==> src/rtl/muldiv_sequencer.sv <==
// Iterative unsigned MUL/DIV engine for the Execute stage, one result bit per cycle.
// Build option: define MULDIV_DIV_EN to include the restoring divider (DIVU/REMU).
module muldiv_sequencer #(
    parameter int WIDTH = 32
) (
    input  logic             clk,
    input  logic             rst,
    input  logic             start,
    input  logic [1:0]       op,
    input  logic [WIDTH-1:0] src_a,
    input  logic [WIDTH-1:0] src_b,
    input  logic             flush,
    output logic             stall,
    output logic             busy,
    output logic             done,
    output logic [WIDTH-1:0] result,
    output logic             div_by_zero
);
    localparam int CW = $clog2(WIDTH);

    typedef enum logic [1:0] {IDLE, RUN, DONE} state_t;

    state_t             state_reg, state_next;
    logic [CW-1:0]      count_reg;
    logic [1:0]         op_reg;
    logic [WIDTH-1:0]   a_reg;
    logic [WIDTH-1:0]   result_reg;
    logic [2*WIDTH-1:0] acc_reg, acc_next;
    logic               busy_reg, done_reg, dbz_reg;
    logic               accept, last_step;
    logic [WIDTH:0]     mul_sum;
    logic [2*WIDTH-1:0] mul_next;
    logic [WIDTH-1:0]   step_result;
`ifdef MULDIV_DIV_EN
    logic [WIDTH-1:0]   b_reg;
    logic [WIDTH-1:0]   rem_reg, rem_next, quo_next;
    logic [WIDTH:0]     shifted, diff;
    logic               borrow;
`endif

    assign accept    = (state_reg == IDLE) && start && !flush;
    assign last_step = (count_reg == CW'(WIDTH - 1));

    always_ff @(posedge clk) begin
        if (rst) state_reg <= IDLE;
        else     state_reg <= state_next;
    end

    always_comb begin
        state_next = state_reg;
        stall      = 1'b0;
        case (state_reg)
            IDLE: begin
                if (accept) begin
                    stall = 1'b1;
`ifdef MULDIV_DIV_EN
                    state_next = RUN;
`else
                    state_next = op[1] ? DONE : RUN;
`endif
                end
            end
            RUN: begin
                stall = 1'b1;
                if (flush)          state_next = IDLE;
                else if (last_step) state_next = DONE;
            end
            default: state_next = IDLE;
        endcase
    end

    // Shift-add: low half starts as the multiplier and drains out while the product fills in.
    always_comb begin
        mul_sum  = {1'b0, acc_reg[2*WIDTH-1:WIDTH]} + (acc_reg[0] ? {1'b0, a_reg} : '0);
        mul_next = {mul_sum, acc_reg[WIDTH-1:1]};
`ifdef MULDIV_DIV_EN
        shifted  = {rem_reg, acc_reg[WIDTH-1]};
        diff     = shifted - {1'b0, b_reg};
        // With a nonzero divisor the remainder stays below it, so bit WIDTH of diff is the borrow.
        borrow   = diff[WIDTH];
        rem_next = borrow ? shifted[WIDTH-1:0] : diff[WIDTH-1:0];
        quo_next = {acc_reg[WIDTH-2:0], ~borrow};
        acc_next = op_reg[1] ? {acc_reg[2*WIDTH-1:WIDTH], quo_next} : mul_next;
        case (op_reg)
            2'b00:   step_result = mul_next[WIDTH-1:0];
            2'b01:   step_result = mul_next[2*WIDTH-1:WIDTH];
            2'b10:   step_result = (b_reg == '0) ? '1 : quo_next;
            default: step_result = (b_reg == '0) ? a_reg : rem_next;
        endcase
`else
        acc_next = mul_next;
        case (op_reg)
            2'b01:   step_result = mul_next[2*WIDTH-1:WIDTH];
            default: step_result = mul_next[WIDTH-1:0];
        endcase
`endif
    end

    always_ff @(posedge clk) begin
        if (rst) begin
            count_reg  <= '0;
            op_reg     <= '0;
            a_reg      <= '0;
            acc_reg    <= '0;
            result_reg <= '0;
            busy_reg   <= 1'b0;
            done_reg   <= 1'b0;
            dbz_reg    <= 1'b0;
`ifdef MULDIV_DIV_EN
            b_reg      <= '0;
            rem_reg    <= '0;
`endif
        end else begin
            busy_reg <= (state_next == RUN);
            done_reg <= (state_next == DONE);
            dbz_reg  <= 1'b0;
            case (state_reg)
                IDLE: begin
                    if (accept) begin
                        op_reg    <= op;
                        a_reg     <= src_a;
                        count_reg <= '0;
`ifdef MULDIV_DIV_EN
                        b_reg     <= src_b;
                        rem_reg   <= '0;
                        acc_reg   <= op[1] ? {{WIDTH{1'b0}}, src_a} : {{WIDTH{1'b0}}, src_b};
`else
                        acc_reg   <= {{WIDTH{1'b0}}, src_b};
                        if (op[1]) result_reg <= '0;
`endif
                    end
                end
                RUN: begin
                    count_reg <= count_reg + 1'b1;
                    acc_reg   <= acc_next;
`ifdef MULDIV_DIV_EN
                    rem_reg   <= rem_next;
`endif
                    if (!flush && last_step) begin
                        result_reg <= step_result;
`ifdef MULDIV_DIV_EN
                        dbz_reg    <= op_reg[1] && (b_reg == '0);
`endif
                    end
                end
                default: ;
            endcase
        end
    end

    assign busy        = busy_reg;
    assign done        = done_reg;
    assign result      = result_reg;
    assign div_by_zero = dbz_reg;
endmodule

==> config.mk <==
export PLATFORM = sky130hd
export DESIGN_NAME = muldiv_sequencer
export DESIGN_NICKNAME = d
export VERILOG_FILES = /design/src/rtl/muldiv_sequencer.sv
export SDC_FILE = /design/constraint.sdc
export NUM_CORES = 1
export LEC_CHECK = 0
export ABC_AREA = 1
export CAP_MARGIN = 40
export CELL_PAD_IN_SITES_DETAIL_PLACEMENT = 0
export CELL_PAD_IN_SITES_GLOBAL_PLACEMENT = 1
export CORE_MARGIN = 3
export CORE_UTILIZATION = 35
export DETAILED_ROUTE_END_ITERATION = 10
export PLACE_DENSITY_LB_ADDON = 0.1
export REMOVE_ABC_BUFFERS = 1
export SETUP_SLACK_MARGIN = 0.05
export SLEW_MARGIN = 10
export SYNTH_ARGS = -nofsm -noshare
export SYNTH_HDL_FRONTEND = slang
export SYNTH_SLANG_ARGS = --single-unit
==> constraint.sdc <==
create_clock -name clk -period 2.1 [get_ports clk]
set_input_delay 0.315 -clock clk [delete_from_list [all_inputs] [get_ports clk]]
set_output_delay 0.315 -clock clk [all_outputs]
set_load 0.05 [all_outputs]
==> run_1/floorplan.png <==
(3 px per um) Pins as bars on the die edge.
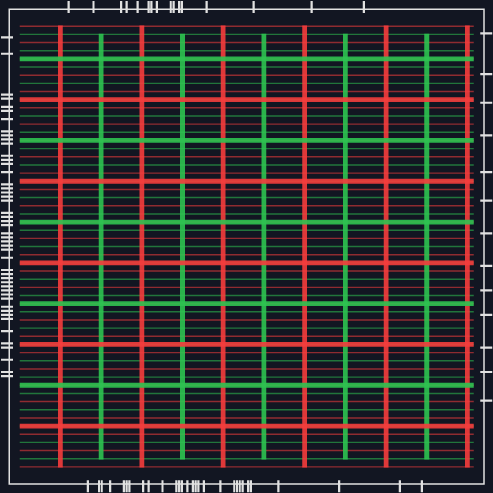
colour	net
green	VDD
red	VSS
rows	54
met1 rails	55
met5 straps	10

==> run_1/clock_wires.png <==
(4 px per um)
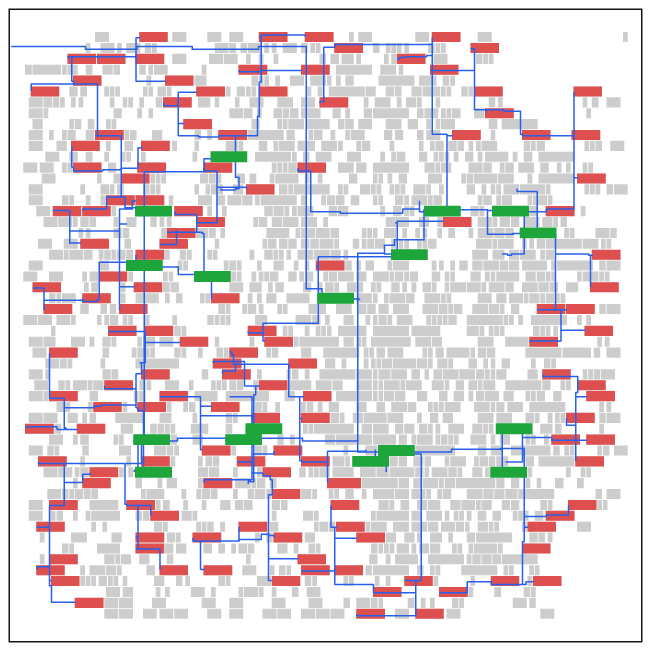
[blue] clock wires | length: 2,240 um
[red] flip-flops | count: 139
[green] clock-net drivers | count: 17
flops lie	all over the die

==> run_1/congestion_map.png <==
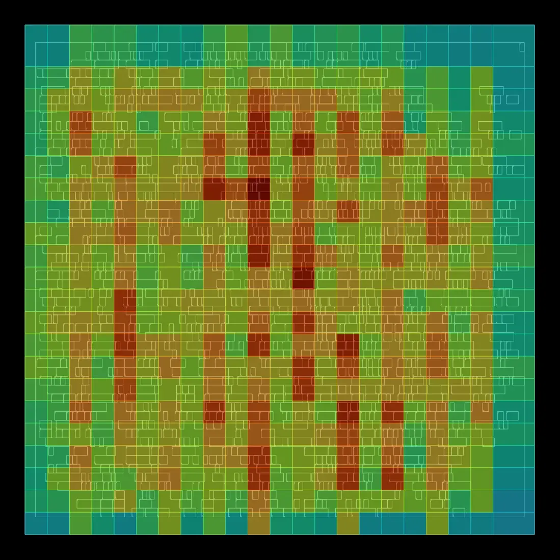
met3 Usage GRT: 3.83%
GRT Util Overall: 22.8%
final core occ: 56.8%

==> run_1/m4.png <==
(2 px per um)
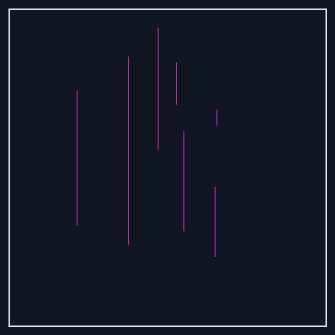
wire length on this layer	335 um
main direction	vertical
share of all routed wire	1.2%
longest straight run	93.8 um
nets with wire on the layer	5

==> flow_summary.ini, run 1 <==
; implementation run metrics
[outcome]
status = finished, violations left
violations = negative setup slack

[worst_setup_path]
crit_fanout = 7
start_kind = register
critPathRequiredTime_ps = 2410
crit_type = register to register
endpoint_kind = register
arrival_ps = 2540

[layout]
largest_reg_flops = 64
final_cell_area_sq_mm = 0.0126
diodes = 0
fin_nets = 1607
drive_above_1_share_pct = 34.7
syn2layout_area_growth_pct = 56.7
fin_cells = 1794

[cts]
clock_latency_ps = 430
clkTransAtPathRegs_ps = 70
hold_buffers = 0
cts_tree = done
htreeDepth = 4
clockRootBuffer = clkbuf_16
clock-sinks = 139
numCtsBuffers = 17
clk_path_buf_depth = 2

[sta]
fin_crit_sh_pct = 106
rsz0062_at_grt = yes
postLayoutSetupSlackWorst_ps = -136
fin_hold_ws_ps = 394
setup_viol = 33
period_needed_ps = 2240
relSlewSlack_pct = 65.7
finClkSkew_ps = 15.3
final_max_slew_viol_count = 0
fmax_ghz = 0.447
worst_pin_slew_ps = 513
finalHoldViolations = 0

[global_routing]
antenna_found_initial = 0
grt_max_degree = 74
grt_overflow_total = 0
grt_pass1_vias = 8334
grt_pass1_wl_mm = 44.4

[synthesis]
synth_cell_types = 33
xor_share_pct = 1.63
top_cells_by_area = dfxtp_1 35%, nand2_1 22%, nor2_1 7.6%
yosys.area_share.adder_pct = 5.53
ys_chip_area_sq_mm = 0.00806
syn_inst = 1312
ys_cells = 1312
mux_share_pct = 0
syn_avg_cell_area_sq_um = 6.14
largest_area_cell = dfxtp_1
top_area_share_pct = 34.5
synthArstFlopShare_pct = 0
ys_ff = 139
ys_seq_share_pct = 34.5
flop_cell = dfxtp_1
edf_count = 0
logic_family = simple AND/OR/NAND/NOR gates
top_cell = nand2_1
yosysWarnings = 0
synth-compound-area-share_pct = 14.0
mappedNetlistArea_sq_mm = 0.00806
synthTopCellsByCount = 463 x nand2_1, 163 x nor2_1, 161 x inv_1, 139 x dfxtp_1, 88 x a21oi_1
simple_gate_share_pct = 33.6

[placed_design]
place_inst = 1750
dpl-instance-area_sq_mm = 0.0101
hpwl_mm = 19.6
place.gp.congestion = 0.865
port_buffers = 104

[route]
drtAntennaViolNets = 0
drtIter0Drc = 467
num_vias = 8728
wl_per_cell_um = 16.0
drt_pass1_iterations = 5
drc = 0
via_per_inst = 4.87
wl_mm = 28.7

[power]
vdd_drop_max_mv = 0.396
power_density_mw_per_mm2 = 535
leakage_uw = 0.00573

[die]
die_y_um = 158
num_rows = 54
die_area_sq_mm = 0.0249
core_sq_mm = 0.0222
die_w_um = 158
num_io_pins = 106
fp-utilization_pct = 36.2

[job]
maxCapViolations = 0
warnings = 27

[min_path]
hold_class = input pin to register
-- run 1: routing by layer --
| layer | vias up | global-route usage (%) | wire length [um] |
|---|---|---|---|
| met5 | - | 0 | 0 |
| met4 | 0 | 4.30 | 334 |
| met3 | 20 | 3.83 | 1170 |
| met2 | 169 | 34.0 | 12400 |
| met1 | 4071 | 34.7 | 14800 |
| li1 | 4468 | - | - |
-- run 1: cell usage in the layout, fill, tap and decap left out, types with 3 or more instances in the layout --
master / count
nand2_1: 297
dfxtp_1: 138
nor2_1: 134
nand2_2: 127
inv_1: 111
clkdlybuf4s50_1: 102
buf_4: 97
o21ai_0: 69
a21oi_1: 66
inv_2: 53
nand2_4: 39
a31oi_1: 33
ha_4: 31
nand3_2: 28
nor2_4: 19
clkbuf_16: 18
buf_6: 18
a21oi_2: 13
nor2_2: 13
nand3_1: 10
a21oi_4: 9
o211ai_1: 7
buf_12: 7
or2_2: 6
and2_1: 4
xor2_2: 4
o21ai_2: 4
inv_6: 4
nand3_4: 3
xor2_4: 3
o21ai_1: 3
xnor2_4: 3
ha_1: 3
inv_8: 3
clkinv_4: 3
-- run 1: cell families (layout without fill, tap and decap cells) --
group	after synthesis	count (layout)
simple gates	688	688
buf+inv	224	426
compound gates	210	210
flops	139	139
fa+ha+maj	35	35
xor+xnor	15	15
other cells	1	1
-- run 1: stage by stage --
| stage | setup TNS, ps | utilization (%) | power (uW) | worst slack (ps) |
|---|---|---|---|---|
| 2_1_floorplan | -47860 | - | 3170 | -778 |
| 3_3_place_gp | -8890 | 45.5 | 3570 | -352 |
| 3_5_place_dp | -8990 | 45.5 | 3570 | -340 |
| 4_1_cts | -477 | 52.6 | 6780 | -97.3 |
| 5_1_grt | -7300 | 56.8 | 7020 | -263 |
| 6_report | -1610 | 56.8 | 6760 | -136 |
-- run 1: power by group --
group          total (uW)  internal (uW)  leakage, uW  switching (uW)
Clock                3170           1800     0.000293            1370
Sequential           2820           2740      0.00113            79.8
Combinational         768            339      0.00431             430
-- run 1: worst max-delay path: stages (launching register included) --
cell     delay (ps)
dfxtp_4         380
buf_8           150
buf_12          130
nand2_2          60
inv_2            40
ha_4            260
nand2_4         100
inv_1            40
nand2_1          70
nand2_2          70
buf_6           120
nand2_4          60
nand2_4          50
a21oi_4         150
nand2_2          70
nand2_2         100
nand3_2         100
nand2_1          90
a21oi_1          60
-- run 1: worst paths after layout --
kind | depth (start not counted) | slack [ps] | startpoint | end
worst max-delay path | 18 | -140 | acc_reg[0] | result[27]
worst min-delay path | 3 | 390 | rst | result[30]
worst max register to register | 18 | -140 | acc_reg[0] | result[27]
worst min register to register | 2 | 460 | result[30] | result[30]
-- run 1: what timing repair did --
action,4_1_cts,5_1_grt
pin swaps,45,96
setup buffers,4,9
cloned,1,1
endpoints found under the hold margin,0,0
endpoints found under the setup margin,58,59
resized,222,239
-- run 1: layout make-up --
| class | instances | area (sq um) |
|---|---|---|
| clock buffers | 17 | 425 |
| clock inverters | 14 | 179 |
| fillers | 2168 | 9600 |
| inverters | 167 | 632 |
| multi-input cells | 949 | 6100 |
| flip-flops and latches | 139 | 2790 |
| well taps | 280 | 350 |
| repair buffers | 228 | 2150 |
## Run 2: what changed since run 1
--- a/config.mk
+++ b/config.mk
@@ -9,10 +9,11 @@
 export CAP_MARGIN = 40
 export CELL_PAD_IN_SITES_DETAIL_PLACEMENT = 0
 export CELL_PAD_IN_SITES_GLOBAL_PLACEMENT = 1
-export CORE_MARGIN = 3
+export CORE_MARGIN = 2
 export CORE_UTILIZATION = 35
+export CTS_CLUSTER_DIAMETER = 30
 export DETAILED_ROUTE_END_ITERATION = 10
-export PLACE_DENSITY_LB_ADDON = 0.1
+export PLACE_DENSITY_LB_ADDON = 0.15
 export REMOVE_ABC_BUFFERS = 1
 export SETUP_SLACK_MARGIN = 0.05
 export SLEW_MARGIN = 10
==> run_2/m4.png <==
(2 px per um)
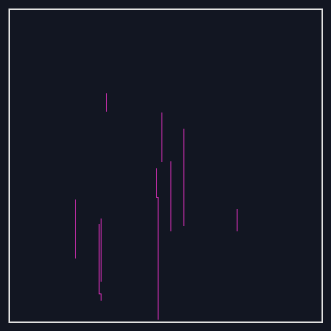
Routed WL: 28.0 mm
vias post-DR: 8,636

==> flow_summary.ini, run 2 <==
; implementation run metrics
[outcome]
status = finished, violations left
violations = negative setup slack

[layout]
fillers = 2268
lay_top_count = nand2_1
logic_area_sq_mm = 0.00591
drive_above_1_share_pct = 31.6
syn2layout_area_growth_pct = 51.7
mostFrequentLayoutCells = 314 x nand2_1, 138 x dfxtp_1, 133 x nor2_1
flop_area_sq_mm = 0.00279
diodes = 0
fin_nets = 1588
largest_reg_flops = 64

[global_routing]
grt_max_degree = 74
grt_overflow_total = 0
grt_pass1_vias = 8349
antenna_found_initial = 0
grt_usage_pct = 23.1
grt_pass1_wl_mm = 43.8

[job]
maxCapViolations = 0
warnings = 27

[sta]
fmax_ghz = 0.445
setup_viol = 38
postLayoutSetupSlackWorst_ps = -149
period_needed_ps = 2250
rsz0062_at_grt = yes
finClkSkew_ps = 14.0
relSlewSlack_pct = 65.2
finalHoldViolations = 0
timing.setup.tns_ps = -2390
worst_pin_slew_ps = 520
fin_crit_sh_pct = 107
final_max_slew_viol_count = 0
fin_hold_ws_ps = 363

[route]
via_per_inst = 4.85
drtAntennaViolNets = 0
drt_pass1_iterations = 5
drtIter0Drc = 554
drc = 0
wl_per_cell_um = 15.7

[synthesis]
ys_ff = 139
top_area_share_pct = 34.5
flop_cell = dfxtp_1
ys_seq_share_pct = 34.5
synthTopCellsByCount = 463 x nand2_1, 163 x nor2_1, 161 x inv_1, 139 x dfxtp_1, 88 x a21oi_1
mappedNetlistArea_sq_mm = 0.00806
syn_inst = 1312
edf_count = 0
ys_chip_area_sq_mm = 0.00806
largest_area_cell = dfxtp_1
top_cell = nand2_1
ys_cells = 1312
syn_avg_cell_area_sq_um = 6.14
top_cells_by_area = dfxtp_1 35%, nand2_1 22%, nor2_1 7.6%
synthArstFlopShare_pct = 0
synth_cell_types = 33
yosysWarnings = 0

[placed_design]
place.gp.congestion = 0.889
hpwl_mm = 19.2
port_buffers = 104
pre_cts_ws_ps = -392

[power]
power_density_mw_per_mm2 = 531
power_uw = 6500
vdd_drop_max_mv = 0.467
leakage_uw = 0.00546

[die]
num_rows = 55
die_w_um = 156
die_area_sq_mm = 0.0243
die_y_um = 156
num_io_pins = 106

[cts]
numCtsBuffers = 17
clock_latency_ps = 430
clk_path_buf_depth = 2
cts_tree = done
clockRootBuffer = clkbuf_16
clock-sinks = 139
clkTransAtPathRegs_ps = 70
hold_buffers = 0
htreeDepth = 4

[worst_setup_path]
crit_type = register to register
r2r_cells = 14
endpoint_kind = register
crit_fanout = 8
arrival_ps = 2550
critPathRequiredTime_ps = 2400
start_kind = register

[min_path]
min_path_cells = 3
hold_class = input pin to register
==> run_2/util_map.png <==
(2 px per um) 16 x 16 tiles, from white (low) to dark blue (high), 0 to 100% covered.
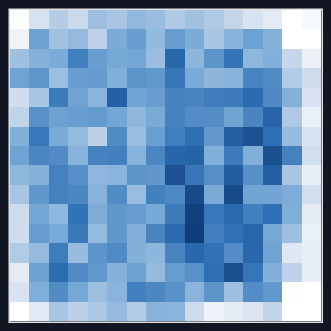
nearly empty tiles	3.5%
fullest tile	95%
tiles over 75% full	9.4%
densest ninth of the die	centre
mean over tiles	49%
core area: 0.0226 sq mm
Init Core Util: 35.6%
final core occ: 54.0%

==> run 2: worst paths after layout <==
path	startpoint	end	slack [ps]
worst max register to register	acc_reg[0]	result[11]	-150
worst max-delay path	acc_reg[0]	result[11]	-150
worst min-delay path	rst	state_reg[0]	360
worst min register to register	result[7]	result[7]	470
==> run 2: metal layers <==
layer / vias up / track usage, % / wire length (um)
li1: 4437 / - / -
met1: 4019 / 33.3 / 13900
met2: 159 / 36.0 / 12500
met3: 21 / 3.92 / 1220
met4: 0 / 5.29 / 303
met5: - / 0 / 0
==> run 2: metrics by stage <==
| stage | cell area, sq um | instances |
|---|---|---|
| final | 12200 | 1781 |
| after global placement | 10000 | 1744 |
| after detailed placement | 10000 | 1744 |
| after CTS | 11400 | 1780 |
| after global routing | 12200 | 1781 |
| after floorplan | 7820 | 1255 |
==> run 2: cells by family after synthesis <==
family | Yosys count | synth area share [%]
buffers and inverters | 224 | 10.7
other | 1 | 0.0465
adder cells (fa/ha/maj) | 35 | 5.53
AND-OR/OR-AND | 210 | 14.0
AND/OR/NAND/NOR | 688 | 33.6
flip-flops | 139 | 34.5
XOR/XNOR | 15 | 1.63
==> run 2: worst max-delay path, stage by stage, from the launching register on <==
cell      delay (ps)
dfxtp_4          420
buf_12           160
nand2_1           70
inv_2             60
ha_4             210
nand2_1           80
nand2_2           70
nand2_1           80
nand2_1           60
nand3b_1         230
buf_4            180
xor2_1           150
buf_4            150
o21ai_2          100
a21oi_1           70
==> run 2: what timing repair did <==
| item | CTS | global route |
|---|---|---|
| endpoints found under the hold margin | 0 | 0 |
| pin swaps | 14 | 68 |
| resized | 160 | 240 |
| buffers inserted | 3 | 2 |
| cloned | 1 | 1 |
| endpoints found under the setup margin | 58 | 60 |
==> run 2: report_power, final <==
group / leakage [uW] / internal [uW] / switching [uW]
registers: 0.00113 / 2740 / 75.3
logic: 0.00407 / 335 / 426
clock network: 0.000261 / 1560 / 1360
==> run 2: area by class of cell <==
cell class                      instances  share of cell area (%)
Sequential cell                       139                    22.8
Clock inverter                         14                    1.02
Timing Repair Buffer                  209                    16.3
Inverter                              167                    5.17
Clock buffer                           18                    3.51
Multi-Input combinational cell        949                    48.3
Tap cell                              285                    2.92
No activity file was given, so power comes from the tool's default toggle rates.
